<file path="config.mk">
export PLATFORM = sky130hd
export DESIGN_NAME = pc_gen_ras_flat
export DESIGN_NICKNAME = d
export VERILOG_FILES = /design/src/rtl/pc_pkg.sv /design/src/rtl/pc_gen_ras_if.sv /design/src/rtl/pc_gen_ras_ras_stack.sv /design/src/rtl/pc_gen_ras.sv /design/src/flat_wrapper.sv
export SDC_FILE = /design/constraint.sdc
export NUM_CORES = 1
export LEC_CHECK = 0
export CORE_MARGIN = 4
export CORE_UTILIZATION = 32
export DETAILED_ROUTE_END_ITERATION = 10
export PLACE_DENSITY = 0.79
export SLEW_MARGIN = 20
export SYNTH_ARGS = -nofsm -noshare
export SYNTH_HDL_FRONTEND = slang
export SYNTH_SLANG_ARGS = --single-unit
</file>
<file path="constraint.sdc">
create_clock -name clk -period 1.7 [get_ports clk]
set_input_delay 0.17 -clock clk [delete_from_list [all_inputs] [get_ports clk]]
set_output_delay 0.17 -clock clk [all_outputs]
set_load 0.02 [all_outputs]
</file>
<file path="src/rtl/pc_pkg.sv">
// pc_pkg: shared definitions for the fetch-stage next-PC generator.
// Contents: default address width / reset PC and the next-PC select enum
// used by the priority mux in pc_gen_ras.
package pc_pkg;

  localparam int          XLEN_DEF     = 32;
  localparam logic [31:0] RESET_PC_DEF = 32'h0000_0000;

  // SEL_HOLD covers the stalled case, where the PC register keeps its value.
  typedef enum logic [2:0] {
    SEL_REPAIR = 3'd0,
    SEL_HOLD   = 3'd1,
    SEL_JUMP   = 3'd2,
    SEL_RET    = 3'd3,
    SEL_PRED   = 3'd4,
    SEL_SEQ    = 3'd5
  } next_sel_e;

endpackage

</file>
<file path="src/rtl/pc_gen_ras_if.sv">
// pc_gen_ras_if: control/address bundle between the decode/branch logic
// (master) and the next-PC generator (slave).
// Master drives: stall, mispredict, correct_pc, jump, jal, jump_target, jr,
//   jr_addr, link_addr, predict_taken, predicted_target.
// Slave drives:  pc_out, ras_empty, ras_full, ras_hit.
interface pc_gen_ras_if
  import pc_pkg::*;
#(
  parameter int XLEN = XLEN_DEF
);
  logic            stall;
  logic            mispredict;
  logic [XLEN-1:0] correct_pc;
  logic            jump;
  logic            jal;
  logic [25:0]     jump_target;
  logic            jr;
  logic [XLEN-1:0] jr_addr;
  logic [XLEN-1:0] link_addr;
  logic            predict_taken;
  logic [XLEN-1:0] predicted_target;
  logic [XLEN-1:0] pc_out;
  logic            ras_empty;
  logic            ras_full;
  logic            ras_hit;

  modport master (
    output stall, mispredict, correct_pc, jump, jal, jump_target, jr,
           jr_addr, link_addr, predict_taken, predicted_target,
    input  pc_out, ras_empty, ras_full, ras_hit
  );

  modport slave (
    input  stall, mispredict, correct_pc, jump, jal, jump_target, jr,
           jr_addr, link_addr, predict_taken, predicted_target,
    output pc_out, ras_empty, ras_full, ras_hit
  );
endinterface

</file>
<file path="src/rtl/pc_gen_ras_ras_stack.sv">
// ras_stack: circular return-address stack.
// Ports: clk/rst (sync, active-high), i_push (qualified call), i_pop
//   (qualified return), i_link_addr (address to push), o_top (current top
//   entry), o_empty/o_full (from count), o_hit (registered: a pop was served).
// Macro RAS_EN: when undefined the stack has no storage and reports
//   permanently empty, never full, never hit.
module ras_stack #(
  parameter int RAS_DEPTH = 8,
  parameter int XLEN      = 32
) (
  input  logic            clk,
  input  logic            rst,
  input  logic            i_push,
  input  logic            i_pop,
  input  logic [XLEN-1:0] i_link_addr,
  output logic [XLEN-1:0] o_top,
  output logic            o_empty,
  output logic            o_full,
  output logic            o_hit
);
`ifdef RAS_EN
  localparam int PW = $clog2(RAS_DEPTH);
  localparam int CW = PW + 1;

  logic [XLEN-1:0] r_mem [RAS_DEPTH];
  logic [PW-1:0]   r_ptr;
  logic [CW-1:0]   r_count;
  logic            r_hit;
  logic            w_do_pop;
  logic            w_do_push;
  logic            w_replace;
  logic [PW-1:0]   w_ptr_inc;

  assign o_empty   = (r_count == CW'(0));
  assign o_full    = (r_count == CW'(RAS_DEPTH));
  assign o_top     = r_mem[r_ptr];
  assign o_hit     = r_hit;
  // A pop on an empty stack is a no-op; a push+pop pair only becomes a
  // replace-in-place when there really is a top entry to consume.
  assign w_do_pop  = i_pop && !o_empty;
  assign w_replace = i_push && w_do_pop;
  assign w_do_push = i_push && !w_do_pop;
  assign w_ptr_inc = r_ptr + PW'(1);

  // Pointer, occupancy count and hit flag.
  always_ff @(posedge clk) begin
    if (rst) begin
      r_ptr   <= '0;
      r_count <= '0;
      r_hit   <= 1'b0;
    end else begin
      r_hit <= w_do_pop;
      if (w_replace) begin
        r_ptr   <= r_ptr;
        r_count <= r_count;
      end else if (w_do_push) begin
        r_ptr <= w_ptr_inc;
        // When full the oldest slot is overwritten, so count saturates.
        if (!o_full) r_count <= r_count + CW'(1);
      end else if (w_do_pop) begin
        r_ptr   <= r_ptr - PW'(1);
        r_count <= r_count - CW'(1);
      end
    end
  end

  // Entry storage; contents are deliberately not cleared on reset.
  always_ff @(posedge clk) begin
    if (!rst) begin
      if (w_replace)      r_mem[r_ptr]     <= i_link_addr;
      else if (w_do_push) r_mem[w_ptr_inc] <= i_link_addr;
    end
  end
`else
  logic w_unused;

  assign w_unused = ^{clk, rst, i_push, i_pop, i_link_addr};
  assign o_top    = '0;
  assign o_empty  = 1'b1;
  assign o_full   = 1'b0;
  assign o_hit    = 1'b0;
`endif
endmodule

</file>
<file path="src/rtl/pc_gen_ras.sv">
// pc_gen_ras: fetch-stage next-PC generator with a return-address stack.
// Ports: clk, rst (sync, active-high), bus (pc_gen_ras_if.slave) carrying the
//   stall/mispredict/jump/jal/jr/predict controls and addresses in, and
//   pc_out, ras_empty, ras_full, ras_hit out.
// Priority: mispredict > stall > jump > jr > predict_taken > pc+4.
// Macro RAS_EN: enables the return-address stack; without it jr always
//   returns to jr_addr.
module pc_gen_ras
  import pc_pkg::*;
#(
  parameter int              XLEN      = XLEN_DEF,
  parameter int              RAS_DEPTH = 8,
  parameter logic [XLEN-1:0] RESET_PC  = XLEN'(RESET_PC_DEF)
) (
  input  logic        clk,
  input  logic        rst,
  pc_gen_ras_if.slave bus
);
  logic [XLEN-1:0] r_pc;
  logic [XLEN-1:0] w_pc_plus4;
  logic [XLEN-1:0] w_next_pc;
  logic [XLEN-1:0] w_ras_top;
  logic            w_ras_empty;
  logic            w_ras_full;
  logic            w_ras_hit;
  logic            w_push;
  logic            w_pop;
  next_sel_e       w_sel;

  assign w_pc_plus4 = r_pc + XLEN'(4);
  // A stalled or squashed cycle must leave the stack untouched.
  assign w_push = bus.jal && !bus.stall && !bus.mispredict;
  assign w_pop  = bus.jr  && !bus.stall && !bus.mispredict;

  ras_stack #(
    .RAS_DEPTH (RAS_DEPTH),
    .XLEN      (XLEN)
  ) u_ras (
    .clk         (clk),
    .rst         (rst),
    .i_push      (w_push),
    .i_pop       (w_pop),
    .i_link_addr (bus.link_addr),
    .o_top       (w_ras_top),
    .o_empty     (w_ras_empty),
    .o_full      (w_ras_full),
    .o_hit       (w_ras_hit)
  );

  // Next-PC source selection by fixed priority.
  always_comb begin
    w_sel = SEL_SEQ;
    if (bus.mispredict)         w_sel = SEL_REPAIR;
    else if (bus.stall)         w_sel = SEL_HOLD;
    else if (bus.jump)          w_sel = SEL_JUMP;
    else if (bus.jr)            w_sel = SEL_RET;
    else if (bus.predict_taken) w_sel = SEL_PRED;
    else                        w_sel = SEL_SEQ;
  end

  // Next-PC value for the selected source.
  always_comb begin
    w_next_pc = w_pc_plus4;
    case (w_sel)
      SEL_REPAIR: w_next_pc = bus.correct_pc;
      SEL_HOLD:   w_next_pc = r_pc;
      SEL_JUMP:   w_next_pc = {w_pc_plus4[XLEN-1:28], bus.jump_target, 2'b00};
      SEL_RET:    w_next_pc = w_ras_empty ? bus.jr_addr : w_ras_top;
      SEL_PRED:   w_next_pc = bus.predicted_target;
      SEL_SEQ:    w_next_pc = w_pc_plus4;
      default:    w_next_pc = w_pc_plus4;
    endcase
  end

  // Architectural fetch PC register.
  always_ff @(posedge clk) begin
    if (rst) r_pc <= RESET_PC;
    else     r_pc <= w_next_pc;
  end

  assign bus.pc_out    = r_pc;
  assign bus.ras_empty = w_ras_empty;
  assign bus.ras_full  = w_ras_full;
  assign bus.ras_hit   = w_ras_hit;
endmodule

</file>
<file path="src/flat_wrapper.sv">
// flat-port wrapper written by rule: the top's interface ports become plain ports
module pc_gen_ras_flat import pc_pkg::*;
#(
  parameter int              XLEN      = XLEN_DEF,
  parameter int              RAS_DEPTH = 8,
  parameter logic [XLEN-1:0] RESET_PC  = XLEN'(RESET_PC_DEF)
)
  (clk, rst, bus_stall, bus_mispredict, bus_correct_pc, bus_jump, bus_jal, bus_jump_target, bus_jr, bus_jr_addr, bus_link_addr, bus_predict_taken, bus_predicted_target, bus_pc_out, bus_ras_empty, bus_ras_full, bus_ras_hit);
  pc_gen_ras_if #(.XLEN(XLEN)) bus_i ();
  input  logic clk;
  input  logic rst;
  input wire logic [$bits(bus_i.stall)-1:0] bus_stall;
  input wire logic [$bits(bus_i.mispredict)-1:0] bus_mispredict;
  input wire logic [$bits(bus_i.correct_pc)-1:0] bus_correct_pc;
  input wire logic [$bits(bus_i.jump)-1:0] bus_jump;
  input wire logic [$bits(bus_i.jal)-1:0] bus_jal;
  input wire logic [$bits(bus_i.jump_target)-1:0] bus_jump_target;
  input wire logic [$bits(bus_i.jr)-1:0] bus_jr;
  input wire logic [$bits(bus_i.jr_addr)-1:0] bus_jr_addr;
  input wire logic [$bits(bus_i.link_addr)-1:0] bus_link_addr;
  input wire logic [$bits(bus_i.predict_taken)-1:0] bus_predict_taken;
  input wire logic [$bits(bus_i.predicted_target)-1:0] bus_predicted_target;
  output wire logic [$bits(bus_i.pc_out)-1:0] bus_pc_out;
  output wire logic [$bits(bus_i.ras_empty)-1:0] bus_ras_empty;
  output wire logic [$bits(bus_i.ras_full)-1:0] bus_ras_full;
  output wire logic [$bits(bus_i.ras_hit)-1:0] bus_ras_hit;
  assign bus_i.stall = bus_stall;
  assign bus_i.mispredict = bus_mispredict;
  assign bus_i.correct_pc = bus_correct_pc;
  assign bus_i.jump = bus_jump;
  assign bus_i.jal = bus_jal;
  assign bus_i.jump_target = bus_jump_target;
  assign bus_i.jr = bus_jr;
  assign bus_i.jr_addr = bus_jr_addr;
  assign bus_i.link_addr = bus_link_addr;
  assign bus_i.predict_taken = bus_predict_taken;
  assign bus_i.predicted_target = bus_predicted_target;
  assign bus_pc_out = bus_i.pc_out;
  assign bus_ras_empty = bus_i.ras_empty;
  assign bus_ras_full = bus_i.ras_full;
  assign bus_ras_hit = bus_i.ras_hit;
  pc_gen_ras #(.XLEN(XLEN), .RAS_DEPTH(RAS_DEPTH), .RESET_PC(RESET_PC)) u_core (.clk(clk), .rst(rst), .bus(bus_i));
endmodule
</file>
==> deck_impl_summary.md <==
Physical Implementation Snapshot

Timing
  • Final hold violations: 0
  • Worst slew margin relative to its limit: 0.6436
  • Slack of the critical path: 58.03 ps
  • Tmin final: 1642 ps
  • Skew final: between 4 and 5 ps
  • Total Neg Setup Slack: 0 ps
  • Period utilization: 0.9659
  • RSZ-0062 raised after global routing: true

Pwr
  • Pleak: 1.988 nW
  • Power per unit of standard cell area: 519.1 nW/µm²
  • Overall power after layout: 2.640 mW
  • Peak supply drop: roughly 0.29 mV

Worst setup path
  • Capturing point of the worst reg2reg path: u_core.bus.pc_out[15]
  • Worst path arrival time: 1850 ps
  • Worst Reg-to-Reg Cells: 9
  • Worst Path Max Fanout: 6
  • Worst Setup Path Type: reg -> reg
  • R2r startpoint: u_core.bus.pc_out[2]
  • Startpoint kind of the worst setup timing path: flip-flop
  • Category of the worst setup path capture point: flip-flop
  • Required time of the critical path: approximately 1900 ps

Detailed routing
  • Via Count: 3,816
  • Vias per inst: 5.653
  • Post-route ant nets: 0
  • Wire length reported by the detailed router: 12,240 µm
  • Drt pass-1 iters: 5
  • Average routed wire per standard cell: 18.14 µm

Logic synthesis
  • Seq cells post-synth: 32
  • Prevailing post-synth register cell: dfxtp_1
  • Share of synthesized registers carrying an async set or reset: 0
  • Post-synthesis cell count from yosys: 360
  • Portion of the post-synthesis area used by sequential elements: 0.2391
  • Number of flops mapped to enable cells by yosys: 0
  • Post-synthesis cell area: 2679 µm²
  • Count of mapped cells out of synthesis: 360
  • Count of cell types in the netlist: between 60 and 70

Floorplanning
  • Area of the die: about 10000 µm²
  • Site row count: 33
  • Starting density of the core: 0.3277
  • Floorplan core area: approximately 8200 µm²
  • Die outline width: approximately 100 µm
  • Io pins: 197

Finish
  • Flip-flop count of the largest register after layout: 32
  • Ratio of cells with drive above 1 in the final layout: 0.2053
  • Non-filler cells, final: ~680
  • Most common cell after layout, fill and taps aside: clkdlybuf4s50_1
  • # nets final: 732
  • Commonest cells after routing, fill and taps aside: clkdlybuf4s50_1, buf_4, nand2_1
  • Number of diodes added for antenna fixing: 0
  • Post-route design area: 5085 µm²

Clock tree
  • Clock sink count: 32
  • Number of hold buffers added after cts: 0
  • Register clock-pin slew on the reported worst setup and hold paths: approximately 70 ps
  • Number of buffers created by CTS: 5
  • Clock tree root driver cell: clkbuf_8

Global route
  • First-pass GRT wire length: 19,060 µm
  • Pin count of the biggest net entering global routing: 26
  • Total congestion overflow after global routing: 0
  • Vias in the first global route: 3,956

Place
  • Area after detailed placement: just under 5000 µm²
  • IO buf count: 160
  • Cells after DPL: 664

Outcome
  • Run status: finished clean

Min path
  • Startpoint of the tightest hold check path: u_core.bus.pc_out[0]
==> report_power, final <==
group	leakage (nW)	internal [mW]	switching [mW]
combinational	1.67	0.615	0.447
sequential	0.269	0.816	0.0785
clock	0.0523	0.375	0.309
==> metal layers <==
| metal | share of wire | wire, µm | track usage |
|---|---|---|---|
| met4 | 0.021 | 253 | 0.07248 |
| met1 | 0.40 | 4891 | 0.2857 |
| met3 | 0.090 | 1104 | 0.05470 |
| met5 | 0 | 0 | 0 |
| met2 | 0.49 | 5992 | 0.4199 |
==> worst max path at each step <==
stage,from,end,slack [ps],cells past startpoint
CTS,bus_jump,u_core.bus.pc_out[21],20,8
global placement,bus_jr,u_core.bus.pc_out[27],-370,7
floorplan,u_core.bus.pc_out[7],u_core.bus.pc_out[20],-40,5
finish,u_core.bus.pc_out[2],u_core.bus.pc_out[15],60,9
detailed placement,bus_jump,u_core.bus.pc_out[27],-400,8
global route,u_core.bus.pc_out[15],u_core.bus.pc_out[29],-40,6
==> worst max-delay path: stages (launching register included) <==
cell and delay, ps:
dfxtp_4 350, buf_6 110, nand4_1 120, buf_6 170, nor4_4 120, buf_4 190, buf_4 120, nand2_1 50
o211a_1 200, o21ai_0 150
==> cells in the mapped netlist, drive strengths merged (2+ instances only) <==
| cell | n | area [µm²] |
|---|---|---|
| nor3 | 9 | 66.32 |
| buf | 23 | 126.4 |
| inv | 8 | 30.03 |
| o22ai | 6 | 37.54 |
| a22o | 3 | 26.28 |
| o32ai | 4 | 35.03 |
| nor2 | 32 | 120.1 |
| nor2b | 4 | 25.02 |
| a32oi | 3 | 26.28 |
| a21oi | 35 | 186.4 |
| a31oi | 10 | 62.56 |
| a31o | 3 | 26.28 |
| a211oi | 4 | 30.03 |
| a221oi | 10 | 87.58 |
| a22oi | 5 | 37.54 |
| nand2 | 38 | 142.6 |
| and2 | 4 | 25.02 |
| dfxtp | 32 | 640.6 |
| o211a | 2 | 20.02 |
| nand3b | 2 | 15.01 |
| clkbuf | 8 | 30.03 |
| a2111oi | 2 | 23.77 |
| nand4 | 9 | 56.30 |
| mux2i | 8 | 80.08 |
| nor4 | 5 | 58.80 |
| o311a | 2 | 20.02 |
| a21o | 3 | 22.52 |
| nand2b | 5 | 31.28 |
| conb | 2 | 7.510 |
| and3 | 2 | 12.51 |
| o31ai | 2 | 15.01 |
| o211ai | 3 | 22.52 |
| or3 | 2 | 12.51 |
| nand3 | 16 | 102.6 |
| a222oi | 14 | 140.1 |
| o21ai | 25 | 128.9 |
==> cell type report <==
type | instances | area (µm²)
repair buffers | 232 | 2222
well taps | 105 | 131.4
flip-flops and latches | 32 | 660.6
fillers | 718 | 3090
clock inverters | 2 | 12.51
clock buffers | 6 | 93.84
inverters | 8 | 30.03
multi-input cells | 290 | 1934
==> logic make-up after synthesis <==
| logic type | Yosys count | share of synthesized area |
|---|---|---|
| compound gates | 144 | 0.3797 |
| xor+xnor | 1 | 0.003270 |
| fa+ha+maj | 1 | 0.004670 |
| buf+inv | 39 | 0.06959 |
| flops | 32 | 0.2391 |
| mux | 9 | 0.03410 |
| other cells | 2 | 0.002803 |
| simple gates | 132 | 0.2667 |
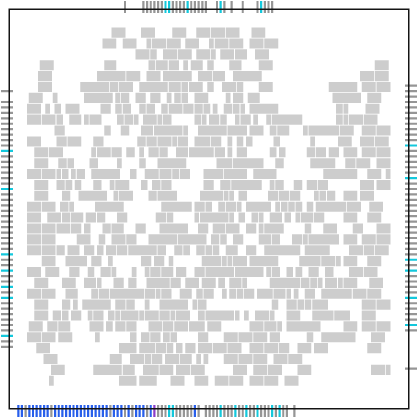
Fig. 1. Pin placement.
Scale: 4 px per µm. Pins as bars across the die edge, other pins in gray.
- bus_link_addr: blue (pins 32; direction input; edge south)
- bus_jump_target: cyan (pins 26; direction input; edge 8 south, 7 west, 6 east, 5 north)
- bus_predict_taken: purple (pins 1; direction input; edge south)
- all pins by edge: 74 south, 47 east, 47 west, 29 north

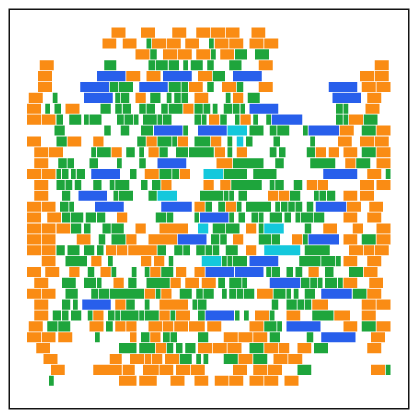
Fig. 2. Placement by cell class.
Scale: 4 px per µm.
- combinational and other logic: green (cells 298)
- other buffers and delay cells: orange (cells 232)
- clock drivers and dummy loads: cyan (cells 8)
- flops: blue (cells 32)

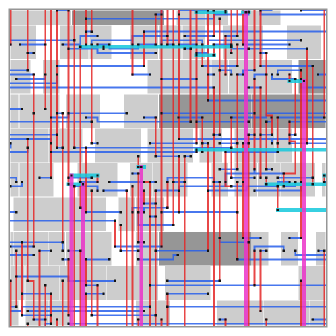
Fig. 3. Layout detail.
Region (37, 17) to (62, 42) µm. Cells in gray, sequential cells in the stronger gray; small squares are vias.
- metal 3: cyan
- metal 4: magenta
- metal 1: blue
- metal 2: red
- most frequent: clkdlybuf4s50_1 (8), buf_4 (8), nand2_1 (7)
- sequential cells in the window: 3
- cells with their middle in the window: 55
- netlist names of flops here include: u_core.bus.pc_out (3)

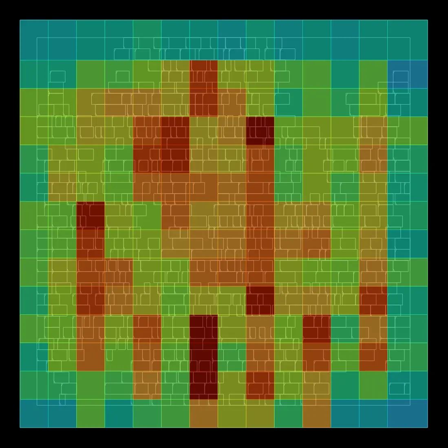
Fig. 4. Routing congestion.
final core area utilization: 0.6220
met3 routing resource usage after global routing: 0.05470

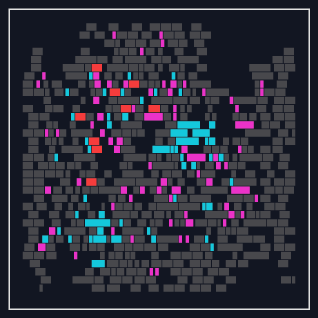
Fig. 5. Gate-type map.
Scale: 3 px per µm.
- NAND gates: magenta (cells 71)
- multiplexers: red (cells 9)
- NOR gates: cyan (cells 52)

Power and IR drop assume default switching activity.
